==> src/rtl/axil_master_wrapper_pkg.sv <==
// Shared definitions for the AXI4-Lite master bridge:
// response codes, FSM state encodings and default bus widths.
package axil_master_wrapper_pkg;

  localparam int AXI_DATA_WIDTH_DEF = 32;
  localparam int AXI_ADDR_WIDTH_DEF = 32;

  localparam logic [1:0] AXI_OKAY   = 2'd0;
  localparam logic [1:0] AXI_EXOKAY = 2'd1;
  localparam logic [1:0] AXI_SLVERR = 2'd2;
  localparam logic [1:0] AXI_DECERR = 2'd3;

  typedef enum logic [1:0] {
    W_IDLE = 2'd0,
    W_ADDR = 2'd1,
    W_RESP = 2'd2
  } wr_state_t;

  typedef enum logic [1:0] {
    R_IDLE = 2'd0,
    R_ADDR = 2'd1,
    R_DATA = 2'd2
  } rd_state_t;

endpackage

==> src/rtl/axil_master_core.sv <==
// Independent write and read FSMs turning single-beat user requests into AXI4-Lite
// transactions; one request in flight per direction, done pulses one cycle after B/R handshake.
module axil_master_core
  import axil_master_wrapper_pkg::*;
#(
  parameter int AXI_DATA_WIDTH = AXI_DATA_WIDTH_DEF,
  parameter int AXI_ADDR_WIDTH = AXI_ADDR_WIDTH_DEF
) (
  input  logic                        aclk,
  input  logic                        areset,
  input  logic                        wr_valid,
  output logic                        wr_ready,
  input  logic [AXI_ADDR_WIDTH-1:0]   wr_addr,
  input  logic [AXI_DATA_WIDTH-1:0]   wr_data,
  output logic                        wr_done,
  output logic [1:0]                  wr_error,
  input  logic                        rd_valid,
  output logic                        rd_ready,
  input  logic [AXI_ADDR_WIDTH-1:0]   rd_addr,
  output logic [AXI_DATA_WIDTH-1:0]   rd_data,
  output logic                        rd_done,
  output logic [1:0]                  rd_error,
  output logic [AXI_ADDR_WIDTH-1:0]   m_axil_awaddr,
  output logic                        m_axil_awvalid,
  input  logic                        m_axil_awready,
  output logic [AXI_DATA_WIDTH-1:0]   m_axil_wdata,
  output logic [AXI_DATA_WIDTH/8-1:0] m_axil_wstrb,
  output logic                        m_axil_wvalid,
  input  logic                        m_axil_wready,
  input  logic [1:0]                  m_axil_bresp,
  input  logic                        m_axil_bvalid,
  output logic                        m_axil_bready,
  output logic [AXI_ADDR_WIDTH-1:0]   m_axil_araddr,
  output logic                        m_axil_arvalid,
  input  logic                        m_axil_arready,
  input  logic [AXI_DATA_WIDTH-1:0]   m_axil_rdata,
  input  logic [1:0]                  m_axil_rresp,
  input  logic                        m_axil_rvalid,
  output logic                        m_axil_rready
);

  typedef struct packed {
    logic [AXI_ADDR_WIDTH-1:0] addr;
    logic [AXI_DATA_WIDTH-1:0] data;
  } wr_req_t;

  wr_state_t wr_state;
  rd_state_t rd_state;
  wr_req_t   wr_req;
  logic      aw_hs;
  logic      w_hs;
  logic      aw_clear;
  logic      w_clear;

  assign m_axil_awaddr = wr_req.addr;
  assign m_axil_wdata  = wr_req.data;
  assign m_axil_wstrb  = '1;

  // A channel is clear once its valid is low (handshake already taken) or handshakes now.
  assign aw_hs    = m_axil_awvalid && m_axil_awready;
  assign w_hs     = m_axil_wvalid && m_axil_wready;
  assign aw_clear = aw_hs || !m_axil_awvalid;
  assign w_clear  = w_hs || !m_axil_wvalid;

  always_ff @(posedge aclk) begin
    if (areset) begin
      wr_state       <= W_IDLE;
      wr_ready       <= 1'b1;
      wr_done        <= 1'b0;
      wr_error       <= AXI_OKAY;
      wr_req         <= '0;
      m_axil_awvalid <= 1'b0;
      m_axil_wvalid  <= 1'b0;
      m_axil_bready  <= 1'b0;
    end else begin
      wr_done <= 1'b0;
      unique case (wr_state)
        W_IDLE: begin
          if (wr_valid) begin
            wr_req.addr    <= wr_addr;
            wr_req.data    <= wr_data;
            m_axil_awvalid <= 1'b1;
            m_axil_wvalid  <= 1'b1;
            wr_ready       <= 1'b0;
            wr_state       <= W_ADDR;
          end
        end
        W_ADDR: begin
          if (aw_hs) m_axil_awvalid <= 1'b0;
          if (w_hs)  m_axil_wvalid  <= 1'b0;
          if (aw_clear && w_clear) begin
            m_axil_bready <= 1'b1;
            wr_state      <= W_RESP;
          end
        end
        W_RESP: begin
          if (m_axil_bvalid) begin
            m_axil_bready <= 1'b0;
            wr_error      <= m_axil_bresp;
            wr_done       <= 1'b1;
            wr_ready      <= 1'b1;
            wr_state      <= W_IDLE;
          end
        end
        default: begin
          m_axil_awvalid <= 1'b0;
          m_axil_wvalid  <= 1'b0;
          m_axil_bready  <= 1'b0;
          wr_ready       <= 1'b1;
          wr_state       <= W_IDLE;
        end
      endcase
    end
  end

  always_ff @(posedge aclk) begin
    if (areset) begin
      rd_state       <= R_IDLE;
      rd_ready       <= 1'b1;
      rd_done        <= 1'b0;
      rd_error       <= AXI_OKAY;
      rd_data        <= '0;
      m_axil_araddr  <= '0;
      m_axil_arvalid <= 1'b0;
      m_axil_rready  <= 1'b0;
    end else begin
      rd_done <= 1'b0;
      unique case (rd_state)
        R_IDLE: begin
          if (rd_valid) begin
            m_axil_araddr  <= rd_addr;
            m_axil_arvalid <= 1'b1;
            rd_ready       <= 1'b0;
            rd_state       <= R_ADDR;
          end
        end
        R_ADDR: begin
          if (m_axil_arready) begin
            m_axil_arvalid <= 1'b0;
            m_axil_rready  <= 1'b1;
            rd_state       <= R_DATA;
          end
        end
        R_DATA: begin
          if (m_axil_rvalid) begin
            m_axil_rready <= 1'b0;
            rd_data       <= m_axil_rdata;
            rd_error      <= m_axil_rresp;
            rd_done       <= 1'b1;
            rd_ready      <= 1'b1;
            rd_state      <= R_IDLE;
          end
        end
        default: begin
          m_axil_arvalid <= 1'b0;
          m_axil_rready  <= 1'b0;
          rd_ready       <= 1'b1;
          rd_state       <= R_IDLE;
        end
      endcase
    end
  end

endmodule

==> src/rtl/axil_master_wrapper.sv <==
// AXI4-Lite master bridge top: maps parameters and ports onto axil_master_core.
// Latency and backpressure follow the core: one request per direction in flight, waits indefinitely on the slave.
module axil_master_wrapper
  import axil_master_wrapper_pkg::*;
#(
  parameter int AXI_DATA_WIDTH = AXI_DATA_WIDTH_DEF,
  parameter int AXI_ADDR_WIDTH = AXI_ADDR_WIDTH_DEF
) (
  input  logic                        aclk,
  input  logic                        areset,
  input  logic                        wr_valid,
  output logic                        wr_ready,
  input  logic [AXI_ADDR_WIDTH-1:0]   wr_addr,
  input  logic [AXI_DATA_WIDTH-1:0]   wr_data,
  output logic                        wr_done,
  output logic [1:0]                  wr_error,
  input  logic                        rd_valid,
  output logic                        rd_ready,
  input  logic [AXI_ADDR_WIDTH-1:0]   rd_addr,
  output logic [AXI_DATA_WIDTH-1:0]   rd_data,
  output logic                        rd_done,
  output logic [1:0]                  rd_error,
  output logic [AXI_ADDR_WIDTH-1:0]   m_axil_awaddr,
  output logic                        m_axil_awvalid,
  input  logic                        m_axil_awready,
  output logic [AXI_DATA_WIDTH-1:0]   m_axil_wdata,
  output logic [AXI_DATA_WIDTH/8-1:0] m_axil_wstrb,
  output logic                        m_axil_wvalid,
  input  logic                        m_axil_wready,
  input  logic [1:0]                  m_axil_bresp,
  input  logic                        m_axil_bvalid,
  output logic                        m_axil_bready,
  output logic [AXI_ADDR_WIDTH-1:0]   m_axil_araddr,
  output logic                        m_axil_arvalid,
  input  logic                        m_axil_arready,
  input  logic [AXI_DATA_WIDTH-1:0]   m_axil_rdata,
  input  logic [1:0]                  m_axil_rresp,
  input  logic                        m_axil_rvalid,
  output logic                        m_axil_rready
);

  axil_master_core #(
    .AXI_DATA_WIDTH(AXI_DATA_WIDTH),
    .AXI_ADDR_WIDTH(AXI_ADDR_WIDTH)
  ) u_core (
    .aclk           (aclk),
    .areset         (areset),
    .wr_valid       (wr_valid),
    .wr_ready       (wr_ready),
    .wr_addr        (wr_addr),
    .wr_data        (wr_data),
    .wr_done        (wr_done),
    .wr_error       (wr_error),
    .rd_valid       (rd_valid),
    .rd_ready       (rd_ready),
    .rd_addr        (rd_addr),
    .rd_data        (rd_data),
    .rd_done        (rd_done),
    .rd_error       (rd_error),
    .m_axil_awaddr  (m_axil_awaddr),
    .m_axil_awvalid (m_axil_awvalid),
    .m_axil_awready (m_axil_awready),
    .m_axil_wdata   (m_axil_wdata),
    .m_axil_wstrb   (m_axil_wstrb),
    .m_axil_wvalid  (m_axil_wvalid),
    .m_axil_wready  (m_axil_wready),
    .m_axil_bresp   (m_axil_bresp),
    .m_axil_bvalid  (m_axil_bvalid),
    .m_axil_bready  (m_axil_bready),
    .m_axil_araddr  (m_axil_araddr),
    .m_axil_arvalid (m_axil_arvalid),
    .m_axil_arready (m_axil_arready),
    .m_axil_rdata   (m_axil_rdata),
    .m_axil_rresp   (m_axil_rresp),
    .m_axil_rvalid  (m_axil_rvalid),
    .m_axil_rready  (m_axil_rready)
  );

endmodule

==> config.mk <==
export PLATFORM = sky130hd
export DESIGN_NAME = axil_master_wrapper
export DESIGN_NICKNAME = d
export VERILOG_FILES = /design/src/rtl/axil_master_wrapper_pkg.sv /design/src/rtl/axil_master_core.sv /design/src/rtl/axil_master_wrapper.sv
export SDC_FILE = /design/constraint.sdc
export NUM_CORES = 1
export LEC_CHECK = 0
export ABC_CLOCK_PERIOD_IN_PS = 1510
export CORE_MARGIN = 3
export CORE_UTILIZATION = 38
export CTS_CLUSTER_DIAMETER = 80
export DETAILED_ROUTE_END_ITERATION = 10
export GPL_TIMING_DRIVEN = 0
export HOLD_SLACK_MARGIN = 0.03
export PLACE_DENSITY = 0.84
export SETUP_SLACK_MARGIN = 0.1
export SLEW_MARGIN = 15
export SYNTH_ARGS = -nofsm -noshare
export SYNTH_HDL_FRONTEND = slang
export SYNTH_SLANG_ARGS = --single-unit
==> constraint.sdc <==
create_clock -name aclk -period 1.51 [get_ports aclk]
set_input_delay 0.302 -clock aclk [delete_from_list [all_inputs] [get_ports aclk]]
set_output_delay 0.302 -clock aclk [all_outputs]
set_load 0.1 [all_outputs]
==> results.json, run 1 <==
{
  "outcome": "completed",
  "top_cell": "nand2_1",
  "taps": 172,
  "dp_cells": 1091,
  "netSwitchingFraction_pct": 33.37,
  "seq_cells": 145,
  "drv_slew": 0,
  "grt.met2_usage_pct": 40.02,
  "via_per_inst": 4.655,
  "clkCellAreaFrac_pct": 7.201,
  "synth_top_cell_by_area": "dfxtp_1",
  "reg2reg_setup_slack_ns": 0.14,
  "numCtsBuffers": 17,
  "core_area_um2": 12930,
  "met3_length_um": 2109,
  "critPathLaunch": "u_core.rd_data[19]$_SDFFE_PP0P_",
  "synthMuxAreaShare_pct": 0.3898,
  "clockBufferDepth": 2,
  "first_global_vias": 5100,
  "drc_errors": 0,
  "min_to": "u_core.m_axil_araddr[8]$_SDFFE_PP0P_",
  "crit_end": "rd_data[19]",
  "ys_seq_share_pct": 56.52,
  "edf_count": 0,
  "flop_area_um2": 2915,
  "ctsHoldBuffers": 0,
  "wl_met1_um": 6327,
  "vias": 5256,
  "worst_r2r_endpoint": "u_core.m_axil_awaddr[15]$_SDFFE_PP0P_",
  "met1_usage_pct": 23.90,
  "grt_util_met3_pct": 9.908,
  "hold_ws_ns": 0.4290,
  "yosys_area_um2": 5136,
  "routedWlPerCell_um": 15.54,
  "antenna_found_initial": 0,
  "reg2regPathDepth": 5,
  "cts_tree": "yes",
  "clock.fmax_ghz": 0.7238,
  "buf_share_pct": 33.88,
  "finish.utilization_pct": 66.94,
  "p_comb_uw": 3080,
  "rsz0062_at_grt": "no",
  "syn_area_per_cell_um2": 8.088,
  "final_cell_area_um2": 8653,
  "adder_share_pct": 0,
  "hold_depth": 3,
  "area_delta_synth_final_pct": 68.48,
  "ys_cells": 635,
  "cts_root_buf": "clkbuf_16",
  "critPathKind": "reg2out",
  "grt.overflow.total": 0,
  "cp.buffers_inverters": 1,
  "cts_setup_buffers": 0,
  "yosysWarningCount": 0,
  "ys_sh_simple_pct": 22.39,
  "flop_cell": "dfxtp_1"
}
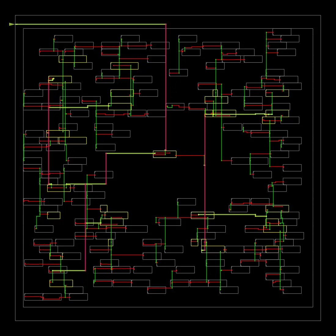
(run_1/clock_nets.png)
worst-skew pair later-pin latency: 0.42 ns
Clk. pwr: 4370 µW
Worst Skew: 0.007776 ns

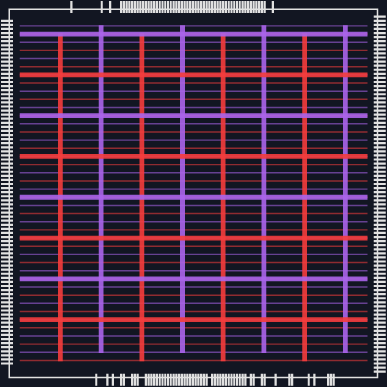
(run_1/floorplan.png)
Drawn at 3 px/µm. Pins as bars on the die edge.
Key: VDD = purple; VSS = red
8 straps on met4. 8 straps on met5. The core has 41 rows.

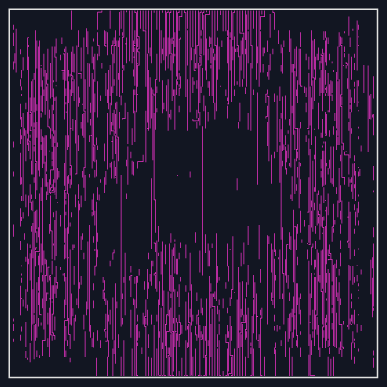
(run_1/m2.png)
Drawn at 3 px/µm.
The wires run mostly vertical. 890 nets have wire on it. The layer holds 49% of the routed length. The longest straight run is 50.3 µm. The layer carries 8680 µm of wire.

==> run 2: changes to the inputs <==
CTS_CLUSTER_DIAMETER = 40   (was 80)
TNS_END_PERCENT = 5   (was default)
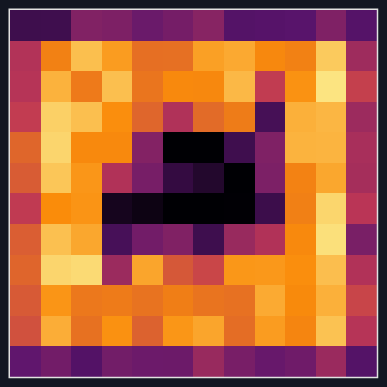
(run_2/util_map.png)
Drawn at 3 px/µm. The die is cut into 12 by 12 equal tiles; black is low, pale yellow is high, 0 to 100% covered.
The emptiest ninth of the die: middle. The mean over all tiles is 55%. 29% of the tiles are over 75% full. 4.2% of the tiles are nearly empty.

==> run 2 against run 1 <==
Effect of this change: critical path depth grew 4; first-iteration DRC count fell by 28%; synthesized cell count is the same; via count grew 0.70%; global-route usage grew 0.41 points; design area shrank 2.1%; register-to-register slack lost 0.04 ns; power fell by 6.0%; critical endpoint is now u_core.m_axil_awaddr[15]$_SDFFE_PP0P_; highest routed layer unchanged.
==> results.json, run 2 <==
{
  "cts_root_buf": "clkbuf_16",
  "slowest_delay_ns": 0.44,
  "syn_area_per_cell_um2": 8.088,
  "htree_levels": 4,
  "ant_nets": 0,
  "finish.utilization_pct": 65.51,
  "dp_cells": 1091,
  "buf_share_pct": 33.72,
  "powerClk_uw": 3720,
  "flop_area_um2": 2908,
  "clkCellAreaFrac_pct": 6.132,
  "clock.fmax_ghz": 0.7109,
  "met3_length_um": 2116,
  "antenna_found_initial": 0,
  "period_minus_slack_ns": 1.407,
  "drv_slew": 0,
  "hold_ws_ns": 0.4295,
  "total_power_uw": 10940,
  "sh_comb_area_pct": 23.18,
  "netSwitchingFraction_pct": 34.79,
  "adder_share_pct": 0,
  "reg2reg_setup_slack_ns": 0.10,
  "p_comb_uw": 3040,
  "grt.met2_usage_pct": 42.43,
  "top_usage_layer": "met2",
  "ys_sh_simple_pct": 22.39,
  "post_cts_resized": 873,
  "hold_depth": 3,
  "critPathKind": "reg2reg",
  "grt_util_met3_pct": 11.66,
  "routedWlPerCell_um": 15.77,
  "clk_latency_ns": 0.41,
  "critPathLaunch": "u_core.wr_state[1]$_SDFFE_PP0P_",
  "clockBufferDepth": 2,
  "grt.overflow.total": 0,
  "ys_cells": 635,
  "min_to": "u_core.m_axil_araddr[20]$_SDFFE_PP0P_",
  "top_cell": "nand2_1",
  "yosysWarningCount": 0,
  "flop_cell": "dfxtp_1",
  "final_cell_area_um2": 8468,
  "fin_nets": 1081,
  "crit_end": "u_core.m_axil_awaddr[15]$_SDFFE_PP0P_",
  "end_kind": "flop",
  "outcome": "completed",
  "yosys_area_um2": 5136,
  "dp.final_hpwl_um": 13200,
  "synth_top_cell_by_area": "dfxtp_1",
  "skew_ns": 0.004844,
  "rsz0062_at_grt": "yes",
  "crit_slowest_cell": "or3b_4",
  "seq_cells": 145,
  "cts_setup_buffers": 0,
  "common_cells": "nand2_1 (261), dfxtp_1 (145), a21oi_1 (136)",
  "numSynthFlops": 145,
  "taps": 172,
  "hp-start": "rd_addr[20]",
  "ys_seq_share_pct": 56.52,
  "reg2regPathDepth": 5,
  "place_area_um2": 8178,
  "irDropWorstVdd_mv": 0.8910,
  "core_area_um2": 12930,
  "first_global_vias": 5340,
  "vias": 5293,
  "synth_top_area_share_pct": 56.52,
  "area_delta_synth_final_pct": 64.87,
  "via_per_inst": 4.722,
  "drc_errors": 0,
  "worst_r2r_endpoint": "u_core.m_axil_awaddr[15]$_SDFFE_PP0P_",
  "met1_usage_pct": 22.17,
  "ctsHoldBuffers": 0,
  "cts_tree": "yes",
  "edf_count": 0,
  "wl_met1_um": 6290,
  "cp.buffers_inverters": 2,
  "synthMuxAreaShare_pct": 0.3898,
  "numCtsBuffers": 17,
  "clockBufferCount": 22
}
No activity file was given, so power comes from the tool's default toggle rates.
